$ cat src/rtl/alu_ctrl_muldiv.sv
// alu_ctrl_muldiv
//  ALU controller for the multi-cycle datapath. Decodes ALUOp_i/funct_i into
//  the 4-bit ALU select. It also runs an iterative unsigned multiply/divide
//  sequencer (multu/divu) that writes HI/LO. While a sequence runs, stall_o
//  interlocks mfhi/mflo and any new mul/div request.
// Ports
//  clk_i      clock, rising edge
//  rst_i      asynchronous active-low reset
//  valid_i    instruction in decode is valid
//  ALUOp_i    ALU op class from main decoder
//  funct_i    R-type funct field
//  src1_i     rs value (multiplicand / dividend)
//  src2_i     rt value (multiplier / divisor)
//  ALUCtrl_o  ALU select (combinational)
//  stall_o    hold PC/IF/ID this cycle
//  busy_o     sequencer iterating (MUL or DIV)
//  done_o     one-cycle pulse, HI/LO just updated
//  hi_o/lo_o  HI/LO registers
module alu_ctrl_muldiv #(
  parameter int unsigned WIDTH   = 32,
  parameter bit          HAS_DIV = 1'b1
) (
  input  logic             clk_i,
  input  logic             rst_i,
  input  logic             valid_i,
  input  logic [2:0]       ALUOp_i,
  input  logic [5:0]       funct_i,
  input  logic [WIDTH-1:0] src1_i,
  input  logic [WIDTH-1:0] src2_i,
  output logic [3:0]       ALUCtrl_o,
  output logic             stall_o,
  output logic             busy_o,
  output logic             done_o,
  output logic [WIDTH-1:0] hi_o,
  output logic [WIDTH-1:0] lo_o
);

  localparam int unsigned CW = $clog2(WIDTH);
  localparam logic [5:0] F_MULTU = 6'b011001;
  localparam logic [5:0] F_DIVU  = 6'b011011;
  localparam logic [5:0] F_MFHI  = 6'b010000;
  localparam logic [5:0] F_MFLO  = 6'b010010;

  typedef enum logic [1:0] {S_IDLE, S_MUL, S_DIV, S_DONE} state_t;

  state_t               state_q, state_d;
  logic [CW-1:0]        cnt_q;
  logic [2*WIDTH-1:0]   acc_q;     // mul: {partial, multiplier}; div: {remainder, dividend/quotient}
  logic [WIDTH-1:0]     opnd_q;    // multiplicand or divisor
  logic                 is_r, is_mul, is_div, is_mf, accept;
  logic [WIDTH:0]       mul_sum, rem_sh, div_diff;
  logic                 div_ge;
  logic [2*WIDTH-1:0]   mul_next, div_next, step_next;

  // Decode
  always_comb begin
    ALUCtrl_o = 4'b0000;
    case (ALUOp_i)
      3'b010: begin
        case (funct_i)
          6'b100000: ALUCtrl_o = 4'b0010;
          6'b100010: ALUCtrl_o = 4'b0110;
          6'b100100: ALUCtrl_o = 4'b0000;
          6'b100101: ALUCtrl_o = 4'b0001;
          6'b101010: ALUCtrl_o = 4'b0111;
          F_MULTU, F_DIVU, F_MFHI, F_MFLO: ALUCtrl_o = 4'b1111;
          default:   ALUCtrl_o = 4'b0000;
        endcase
      end
      3'b100:  ALUCtrl_o = 4'b1000;
      3'b011:  ALUCtrl_o = 4'b0100;
      3'b001:  ALUCtrl_o = 4'b1010;
      3'b111:  ALUCtrl_o = 4'b0101;
      default: ALUCtrl_o = 4'b0000;
    endcase
  end

  assign is_r   = (ALUOp_i == 3'b010);
  assign is_mul = is_r && (funct_i == F_MULTU);
  assign is_div = HAS_DIV && is_r && (funct_i == F_DIVU);
  assign is_mf  = is_r && ((funct_i == F_MFHI) || (funct_i == F_MFLO));
  assign accept = valid_i && (state_q == S_IDLE) && (is_mul || is_div);

  assign busy_o  = (state_q == S_MUL) || (state_q == S_DIV);
  assign done_o  = (state_q == S_DONE);
  // The issuing mul/div is held through its iterations and released in DONE.
  assign stall_o = accept || (valid_i && busy_o && (is_mul || is_div || is_mf));

  // Shift-add multiply step: conditionally add, then shift the 2W register right.
  assign mul_sum  = {1'b0, acc_q[2*WIDTH-1:WIDTH]} + (acc_q[0] ? {1'b0, opnd_q} : '0);
  assign mul_next = {mul_sum, acc_q[WIDTH-1:1]};

  // Restoring divide step. A borrow out of the W+1 bit subtract means the
  // shifted remainder is below the divisor.
  assign rem_sh   = {acc_q[2*WIDTH-1:WIDTH], acc_q[WIDTH-1]};
  assign div_diff = rem_sh - {1'b0, opnd_q};
  assign div_ge   = ~div_diff[WIDTH];
  assign div_next = {(div_ge ? div_diff[WIDTH-1:0] : rem_sh[WIDTH-1:0]),
                     acc_q[WIDTH-2:0], div_ge};

  assign step_next = (state_q == S_DIV) ? div_next : mul_next;

  always_comb begin
    state_d = state_q;
    case (state_q)
      S_IDLE:       if (accept) state_d = is_mul ? S_MUL : S_DIV;
      S_MUL, S_DIV: if (cnt_q == '0) state_d = S_DONE;
      S_DONE:       state_d = S_IDLE;
      default:      state_d = S_IDLE;
    endcase
  end

  always_ff @(posedge clk_i or negedge rst_i) begin
    if (!rst_i) begin
      state_q <= S_IDLE;
      cnt_q   <= '0;
      acc_q   <= '0;
      opnd_q  <= '0;
      hi_o    <= '0;
      lo_o    <= '0;
    end else begin
      state_q <= state_d;
      case (state_q)
        S_IDLE: begin
          if (accept) begin
            cnt_q <= CW'(WIDTH - 1);
            if (is_mul) begin
              acc_q  <= (2*WIDTH)'(src2_i);
              opnd_q <= src1_i;
            end else begin
              acc_q  <= (2*WIDTH)'(src1_i);
              opnd_q <= src2_i;
            end
          end
        end
        S_MUL, S_DIV: begin
          acc_q <= step_next;
          if (cnt_q != '0) begin
            cnt_q <= cnt_q - 1'b1;
          end else begin
            {hi_o, lo_o} <= step_next;
          end
        end
        default: ;
      endcase
    end
  end

endmodule
$ cat config.mk
export PLATFORM = sky130hd
export DESIGN_NAME = alu_ctrl_muldiv
export DESIGN_NICKNAME = d
export VERILOG_FILES = /design/src/rtl/alu_ctrl_muldiv.sv
export SDC_FILE = /design/constraint.sdc
export NUM_CORES = 1
export LEC_CHECK = 0
export ABC_CLOCK_PERIOD_IN_PS = 8000
export CAP_MARGIN = 20
export CORE_MARGIN = 2
export CORE_UTILIZATION = 45
export CTS_CLUSTER_SIZE = 24
export DETAILED_ROUTE_END_ITERATION = 12
export GPL_TIMING_DRIVEN = 1
export PLACE_DENSITY = 0.67
export SLEW_MARGIN = 25
export SYNTH_ARGS = -nofsm -noshare
export SYNTH_HDL_FRONTEND = slang
export SYNTH_SLANG_ARGS = --single-unit
$ cat constraint.sdc
create_clock -name clk_i -period 8 [get_ports clk_i]
set_clock_uncertainty 0.1 [all_clocks]
set_input_delay 1.6 -clock clk_i [delete_from_list [all_inputs] [get_ports clk_i]]
set_output_delay 1.6 -clock clk_i [all_outputs]
set_load 0.005 [all_outputs]
**Routing congestion**

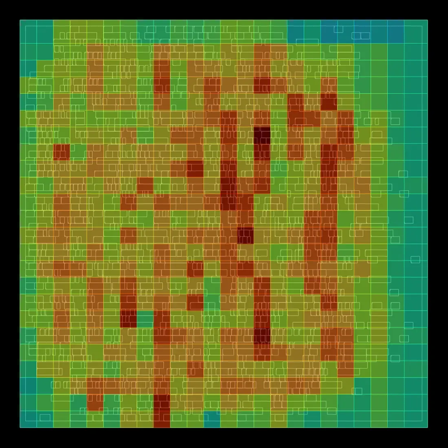
GR Layer Usage met2: 40.0%
GR peak layer: met2

**A small window of the routed layout**

Window x 69 to 99, y 36 to 66 microns. Cells in grey, sequential cells in the stronger grey; small squares are vias.
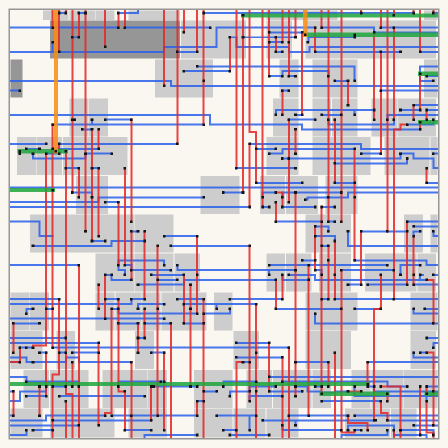
blue -> metal 1
green -> metal 3
orange -> metal 4
red -> metal 2
sequential cells in the window = 1
netlist names of flops here include = opnd_q (1)
most frequent = nand2_1 (9), a21oi_1 (6), nor2_1 (6)
cells with their middle in the window = 71

**Signal wires on met4**

Scale: 3 px per micron. Supply wires on this layer in grey.
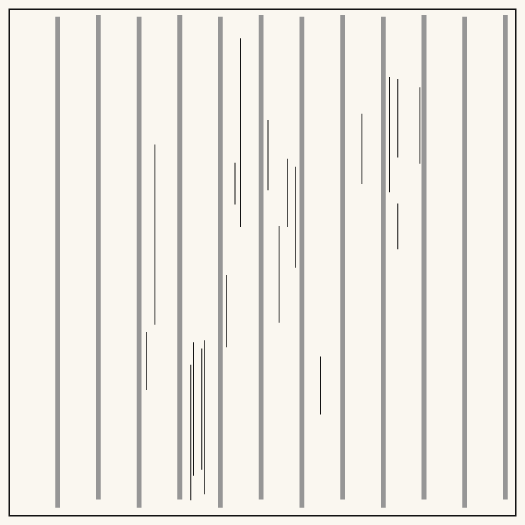
longest straight run = 62.6 microns
share of all routed wire = 1.7%
wire length on this layer = 616 microns
drt total wl: 36.7 mm
via count: 11.1k

==> results.cfg <==
; flow metrics
[logic_synthesis]
synth_chip_area_sq_um = 12200
ys_ff = 167
ys_cells = 1427
synth-edff-count = 0
simple_gate_share_pct = 15.7
yosys.area_share.aoi_pct = 26.1
async_reset_ff_share_pct = 100
avgSynthCellArea_sq_um = 8.52
syn_area_sq_um = 12200
ys_top_logic_family = AND-OR/OR-AND gates
fp_nets = 1574
synth_cell_type_count = 74
yosysTopAreaCellShare_pct = 34.4
yosys-top-cells-area = dfrtp_1 34%, o21ai_0 7.9%, ha_1 7.1%, nand2_1 6.3%, mux2_2 4.4%
ys.flop_type = dfrtp_1
adder_share_pct = 7.43
synth_cells = 1427

[global_route]
overflow = 0
grt_max_degree = 105
grt_pass1_wl_mm = 58.9
grt_pass1_vias = 10661
grt.met1_usage_pct = 37.9
use_met3_pct = 5.43

[timing]
finalCriticalPeriod_ns = 5.43
finalCritPeriodShare_pct = 67.9
setup_viol = 0
rsz0062_at_grt = false
slew_headroom_pct = 37.7
slew_violations = 0
fin_setup_tns_ns = 0
tightest_slew_ns = 0.934
hold_violations = 0
timing.final.ws_setup_ns = 2.57

[cells_and_area]
regArea_sq_um = 4180
final_cell_mix = 202 x nand2_1, 192 x o21ai_0, 167 x dfrtp_1
final_area_sq_um = 14500
filler_cell_count = 2484
final_util_pct = 54.2
layout.area.comb_sq_um = 7450
synthToLayoutAreaGrowth_pct = 19.1
drive_above_1_share_pct = 7.58
diodes = 0
num-nets-final = 1666

[min_path]
holdPathEnd = lo_o[28]
hold_class = flop to flop
holdPathStages = 2

[detailed_routing]
detail_route.iter0.violations = 720
final_antenna_net_count = 0
route.met3.wl_mm = 2.63
met2_wirelength_mm = 16.1
drc_errors = 0
firstDrtPassIters = 5
viasPerCell = 5.94

[placed_design]
dp.cells = 1839
post_dp_cell_area_sq_um = 13800
hpwlAfterDp_mm = 26.0
globalplace.congestion = 0.911
numPortBuffers = 146
pre_cts_ws_ns = 2.59

[pwr]
switching_power_mw = 2.65
p_leak_nw = 6.36
clkPwrFrac_pct = 16.5
power_density_nw_per_um2 = 381
comb_power_share_pct = 60.4
p_sw_share_pct = 48.1

[cts]
tritoncts = done
cts_made_buffers = 17
cts_post_setup_buffers_inserted = 0
cts_buffer_depth = 2
cts_htree_levels = 4
clk_pin_slew_ns = 0.07
cts-root-buf = clkbuf_16
clock_latency_ns = 0.44
ctsResizeCount = 0

[critical_path]
rrSetupSlack_ns = 3.30
cp-end-kind = output port
path_max_fanout = 5
worst-endpoint-arrival_ns = 3.73
r2r_end = hi_o[29]
startpoint_type = input port
critPathRequiredTime_ns = 6.30
critPathCapture = ALUCtrl_o[0]

[flow_run]
drv_cap = 0
log.warning_count = 30

[floorplanning]
num_io_pins = 147
fp-utilization_pct = 45.5
rows = 60
fp.coreArea_sq_um = 26700
chipArea_sq_um = 28300

[run_status]
status = finished, final reports clean
**Gate families picked out**

Scale: 3 px per micron.
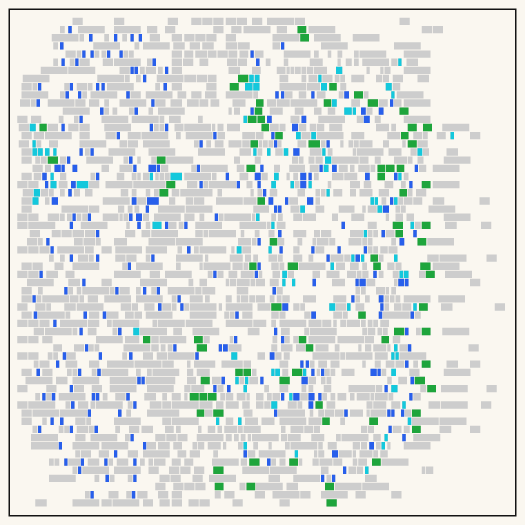
green -> AND-OR and OR-AND gates  # cells 82, most used a21o_1
cyan -> NOR gates  # cells 91, most used nor2_1, where all over the die
blue -> NAND gates  # cells 243, most used nand2_1, where all over the die
logic share of the area: 51.4%
Non-Filler Instances: 1872
most frequent logic cell in the layout: nand2_1

**Signal metal coverage by tile**

Scale: 2 px per micron. 34 x 34 tiles, from white (low) to dark blue (high), scaled to the fullest tile. Values are wire area over tile area, all layers added.
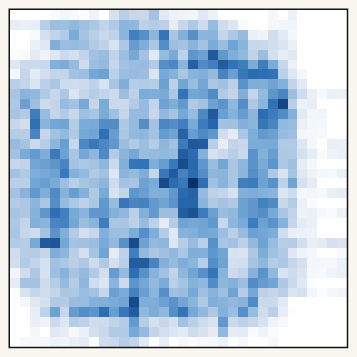
densest ninth of the die = centre
emptiest ninth of the die = south-east
tiles over half the peak = 22%
nearly empty tiles = 12%
fullest tile = 0.63
mean over tiles = 0.21
drt wl/cell: 19.6 microns
Global Route Usage Sum: 26.1%

[synthesized netlist by cell type, drive strengths merged, types with 6 or more instances]
| cell type | count |
|---|---|
| and4 | 6 |
| a21oi | 79 |
| mux2 | 49 |
| dfrtp | 167 |
| a21o | 24 |
| a211o | 8 |
| a211oi | 16 |
| nand4 | 7 |
| o31ai | 7 |
| nand2 | 204 |
| inv | 57 |
| xor2 | 18 |
| and3 | 10 |
| a22o | 20 |
| o21a | 7 |
| nand2b | 11 |
| nor2b | 13 |
| o21ai | 194 |
| buf | 16 |
| a32o | 9 |
| a31oi | 27 |
| mux2i | 44 |
| ha | 69 |
| nor2 | 54 |
| and2 | 45 |
| clkbuf | 70 |
| o221ai | 32 |
| nor3 | 20 |
| or3 | 8 |
| nand3 | 20 |
| o211ai | 22 |
| xnor2 | 31 |
[registers in the layout, summed over array words and instances (netlist names)]
signal,cells
acc_q,64
cnt_q,5
hi_o,32
lo_o,32
opnd_q,32
state_q,2
[power groups by stage]
stage                     registers, mW  clock network (mW)  logic [mW]
after global placement             1.28                   0        3.20
after detailed placement           1.28                   0        3.27
final                              1.28               0.909        3.33
after floorplan                    1.20                   0        2.50
after CTS                          1.27               0.916        3.28
after global routing               1.30               0.950        3.71
[worst max-delay path, cell delays in order]
cell and delay (ns):
clkdlybuf4s50_1 0.47, nor2b_1 0.30, nor2b_1 0.31, a32o_1 0.16, a21oi_1 0.06, nor3_1 0.14
a21oi_1 0.06, nor2b_1 0.12, clkdlybuf4s50_1 0.51
[area by class of cell]
type / count / share of cell area, %
multi-input combinational: 1117 / 51.4
sequential: 167 / 28.9
timing repair buffer: 159 / 11.0
clock buffer: 18 / 3.03
tap: 341 / 2.95
inverter: 57 / 1.48
clock inverter: 13 / 1.27
